Routed metal, one color a layer:
The bar under the picture is 20 µm long. Only two layers are drawn.
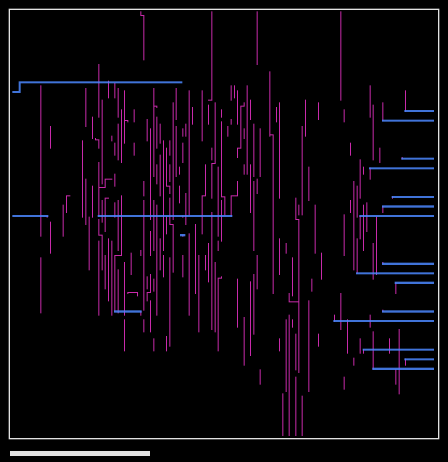
Clock nets:
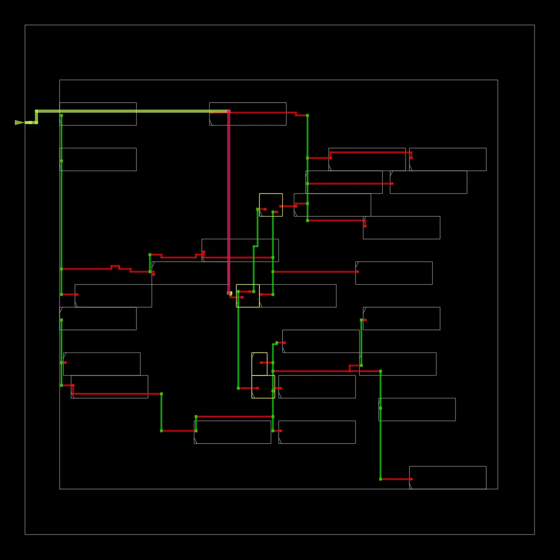
==> src/rtl/uart_rx_ctrl.sv <==
// UART receive frame sequencer: start detect, SIPO shift control, parity/stop checking
// and a one-cycle result strobe, all clocked by the baud tick.
module uart_rx_ctrl #(
  parameter int DATA_BITS  = 8,
  parameter int PARITY_EN  = 1,
  parameter int PARITY_ODD = 0,
  parameter int STOP_BITS  = 1
) (
  input  logic                 Baud_Clk,
  input  logic                 Reset,
  input  logic                 Rx_In,
  input  logic                 Rx_En,
  input  logic [31:0]          Sipo_data,
  output logic                 Shift1,
  output logic [DATA_BITS-1:0] Rx_word,
  output logic                 Rx_valid,
  output logic                 Parity_err,
  output logic                 Frame_err,
  output logic                 Busy
);

  typedef enum logic [2:0] {
    S_IDLE,
    S_DATA,
    S_PARITY,
    S_STOP,
    S_BREAK
  } state_t;

  localparam logic [5:0] LAST_BIT  = 6'(DATA_BITS - 1);
  localparam logic       LAST_STOP = 1'(STOP_BITS - 1);

  state_t               r_state;
  logic [5:0]           r_cnt;
  logic                 r_par;
  logic                 r_perr;
  logic                 r_ferr;
  logic                 r_stop_cnt;
  logic                 r_shift;
  logic [DATA_BITS-1:0] r_word;
  logic                 r_valid;
  logic                 r_parity_err;
  logic                 r_frame_err;
  logic                 r_busy;

  state_t               w_state_nxt;
  logic [5:0]           w_cnt_nxt;
  logic                 w_par_nxt;
  logic                 w_perr_nxt;
  logic                 w_ferr_nxt;
  logic                 w_stop_nxt;
  logic                 w_shift_nxt;
  logic [DATA_BITS-1:0] w_word_nxt;
  logic                 w_valid_nxt;
  logic                 w_parity_err_nxt;
  logic                 w_frame_err_nxt;
  logic                 w_ferr_now;

  // Only the top DATA_BITS of the SIPO ever hold frame data.
  logic w_sipo_unused;
  assign w_sipo_unused = ^Sipo_data;

  always_ff @(posedge Baud_Clk or negedge Reset) begin
    if (!Reset) begin
      r_state      <= S_IDLE;
      r_cnt        <= '0;
      r_par        <= 1'b0;
      r_perr       <= 1'b0;
      r_ferr       <= 1'b0;
      r_stop_cnt   <= 1'b0;
      r_shift      <= 1'b0;
      r_word       <= '0;
      r_valid      <= 1'b0;
      r_parity_err <= 1'b0;
      r_frame_err  <= 1'b0;
      r_busy       <= 1'b0;
    end else begin
      r_state      <= w_state_nxt;
      r_cnt        <= w_cnt_nxt;
      r_par        <= w_par_nxt;
      r_perr       <= w_perr_nxt;
      r_ferr       <= w_ferr_nxt;
      r_stop_cnt   <= w_stop_nxt;
      r_shift      <= w_shift_nxt;
      r_word       <= w_word_nxt;
      r_valid      <= w_valid_nxt;
      r_parity_err <= w_parity_err_nxt;
      r_frame_err  <= w_frame_err_nxt;
      r_busy       <= (w_state_nxt != S_IDLE);
    end
  end

  always_comb begin
    w_state_nxt      = r_state;
    w_cnt_nxt        = r_cnt;
    w_par_nxt        = r_par;
    w_perr_nxt       = r_perr;
    w_ferr_nxt       = r_ferr;
    w_stop_nxt       = r_stop_cnt;
    w_shift_nxt      = r_shift;
    w_word_nxt       = r_word;
    w_valid_nxt      = 1'b0;
    w_parity_err_nxt = r_parity_err;
    w_frame_err_nxt  = r_frame_err;
    w_ferr_now       = r_ferr | ~Rx_In;

    // Dropping the enable abandons the frame; the SIPO is left as it stands.
    if ((r_state != S_IDLE) && !Rx_En) begin
      w_state_nxt = S_IDLE;
      w_shift_nxt = 1'b0;
    end else begin
      case (r_state)
        S_IDLE: begin
          if (Rx_En && !Rx_In) begin
            w_state_nxt = S_DATA;
            w_shift_nxt = 1'b1;
            w_cnt_nxt   = '0;
            w_par_nxt   = 1'(PARITY_ODD);
            w_perr_nxt  = 1'b0;
            w_ferr_nxt  = 1'b0;
            w_stop_nxt  = 1'b0;
          end
        end
        S_DATA: begin
          w_par_nxt = r_par ^ Rx_In;
          w_cnt_nxt = r_cnt + 6'd1;
          if (r_cnt == LAST_BIT) begin
            w_shift_nxt = 1'b0;
            w_state_nxt = (PARITY_EN != 0) ? S_PARITY : S_STOP;
          end
        end
        S_PARITY: begin
          w_perr_nxt  = r_par ^ Rx_In;
          w_state_nxt = S_STOP;
        end
        S_STOP: begin
          w_ferr_nxt = w_ferr_now;
          if (r_stop_cnt == LAST_STOP) begin
            w_word_nxt       = Sipo_data[31 -: DATA_BITS];
            w_parity_err_nxt = r_perr;
            w_frame_err_nxt  = w_ferr_now;
            w_valid_nxt      = 1'b1;
            w_state_nxt      = Rx_In ? S_IDLE : S_BREAK;
          end else begin
            w_stop_nxt = 1'b1;
          end
        end
        S_BREAK: begin
          if (Rx_In) w_state_nxt = S_IDLE;
        end
        default: begin
          w_state_nxt = S_IDLE;
          w_shift_nxt = 1'b0;
        end
      endcase
    end
  end

  assign Shift1     = r_shift;
  assign Rx_word    = r_word;
  assign Rx_valid   = r_valid;
  assign Parity_err = r_parity_err;
  assign Frame_err  = r_frame_err;
  assign Busy       = r_busy;

endmodule

==> config.mk <==
export PLATFORM = sky130hd
export DESIGN_NAME = uart_rx_ctrl
export DESIGN_NICKNAME = d
export VERILOG_FILES = /design/src/rtl/uart_rx_ctrl.sv
export SDC_FILE = /design/constraint.sdc
export NUM_CORES = 1
export LEC_CHECK = 0
export CORE_MARGIN = 4
export CORE_UTILIZATION = 42
export CTS_CLUSTER_DIAMETER = 120
export DETAILED_ROUTE_END_ITERATION = 16
export PLACE_DENSITY_LB_ADDON = 0.12
export SYNTH_ARGS = -nofsm -noshare
export SYNTH_HDL_FRONTEND = slang
export SYNTH_SLANG_ARGS = --single-unit
==> constraint.sdc <==
create_clock -name Baud_Clk -period 1.9 [get_ports Baud_Clk]
set_input_delay 0.19 -clock Baud_Clk [delete_from_list [all_inputs] [get_ports Baud_Clk]]
set_output_delay 0.19 -clock Baud_Clk [all_outputs]
set_load 0.005 [all_outputs]
==> metrics.yaml <==
status:
  outcome: "completed"
timing:
  fmaxAchievable_mhz: 668
  final.setup.tns_ns: 0
  rsz0062_at_grt: "no"
  finalHoldViolations: 0
  holdWs_ns: 0.214
floorplanning:
  core_mm2: 0.00257
  die_w_um: 61.0
drt:
  wl_um: 2350
  vias: 904
cells_and_area:
  largest_reg_flops: 8
  mi_logic_area_um2: 510
  regArea_um2: 626
  fin_util_pct: 57.7
  nFillCells: 225
  clock_area_share_pct: 1.86
  bufAreaShareNonClock_pct: 17.7
  antenna_cells: 0
  inverters_excl_clock: 5
  areaGrowthSynthToFinish_pct: 25.8
power:
  power.leakage_nw: 0.686
synth:
  ff_type: "dfrtp_1"
  yosys.cell_types.count: 36
clocking:
  cts_setup_buffers: 0
  clk_pin_slew_worst_paths_ns: 0.14
worst_hold_path:
  hp-class: "input port to async pin"
placement:
  gp_congestion: 0.901
  placed_cell_area_mm2: 0.00146
  dp_cells: 158
  post-dp-hpwl_um: 1720
critical_path:
  worstReg2RegStart: "r_state[1]"
  critical-path-max-stage-delay_ns: 0.54
  worstPathArrival_ns: 1.70
flow_run:
  warning_count: 50
global_routing:
  grt_pass1_wl_um: 4030
-- 'routed metal, one color a layer' (at the start) --
| color | layer | wire length |
|---|---|---|
| magenta | met2 | 1,110 µm |
| blue | met3 | 167 µm |

-- 'clock nets' (at the start) --
Latency at later pin: 0.32 ns
clk sinks: 25
Clk power: 0.237 mW
clkbuf count: 3

-- layer usage --
metal	vias up	wire, µm	global-route usage, %	part of all wire (%)
met5	-	0	0	0
met4	0	21	6.50	0.90
met3	2	167	2.77	7.1
met2	22	1110	24.6	47
met1	442	1050	18.6	45
li1	438	-	-	-
-- synth_stat cells (3+ instances only) --
cell	count	area, µm²
nand2b_1	6	37.5
buf_2	4	20.0
mux2_1	9	101
o21ai_0	5	25.0
nor3_1	3	15.0
inv_1	3	11.3
a21oi_1	3	15.0
nand2_1	7	26.3
o21ai_1	6	30.0
dfrtp_1	25	626
-- worst reg2reg max path: cells and delay by family, from the launching register on --
kind,cells,cell delay (ns)
AND-OR/OR-AND,1,0.09
flip-flops,1,0.54
AND/OR/NAND/NOR,2,0.74
-- power breakdown --
part	total, mW	internal (mW)	switching [mW]
registers	0.594	0.563	0.0312
logic	0.148	0.0846	0.0633
clock network	0.237	0.0787	0.159
total	0.979	0.726	0.253
-- layout by cell type, fill, tap and decap left out, types with 2 or more instances in the layout --
| cell type | instances |
|---|---|
| a21oi_1 | 3 |
| a22o_1 | 2 |
| a32o_1 | 2 |
| and3_1 | 2 |
| buf_4 | 3 |
| clkbuf_4 | 3 |
| clkdlybuf4s50_1 | 24 |
| dfrtp_1 | 25 |
| inv_1 | 3 |
| inv_2 | 2 |
| mux2_1 | 9 |
| nand2_1 | 7 |
| nand2b_1 | 6 |
| nand3_1 | 2 |
| nand4bb_1 | 2 |
| nor2_1 | 2 |
| nor2b_1 | 2 |
| nor3_1 | 3 |
| nor3b_1 | 2 |
| o21ai_0 | 5 |
| o21ai_1 | 6 |
-- cells by family after synthesis --
group,share of synthesized area (%)
AOI/OAI and AO/OA,14.7
adders and majority gates,1.06
buffers and inverters,3.61
DFF,53.1
muxes,9.55
and+or+nand+nor,18.0
Power and IR drop assume default switching activity.
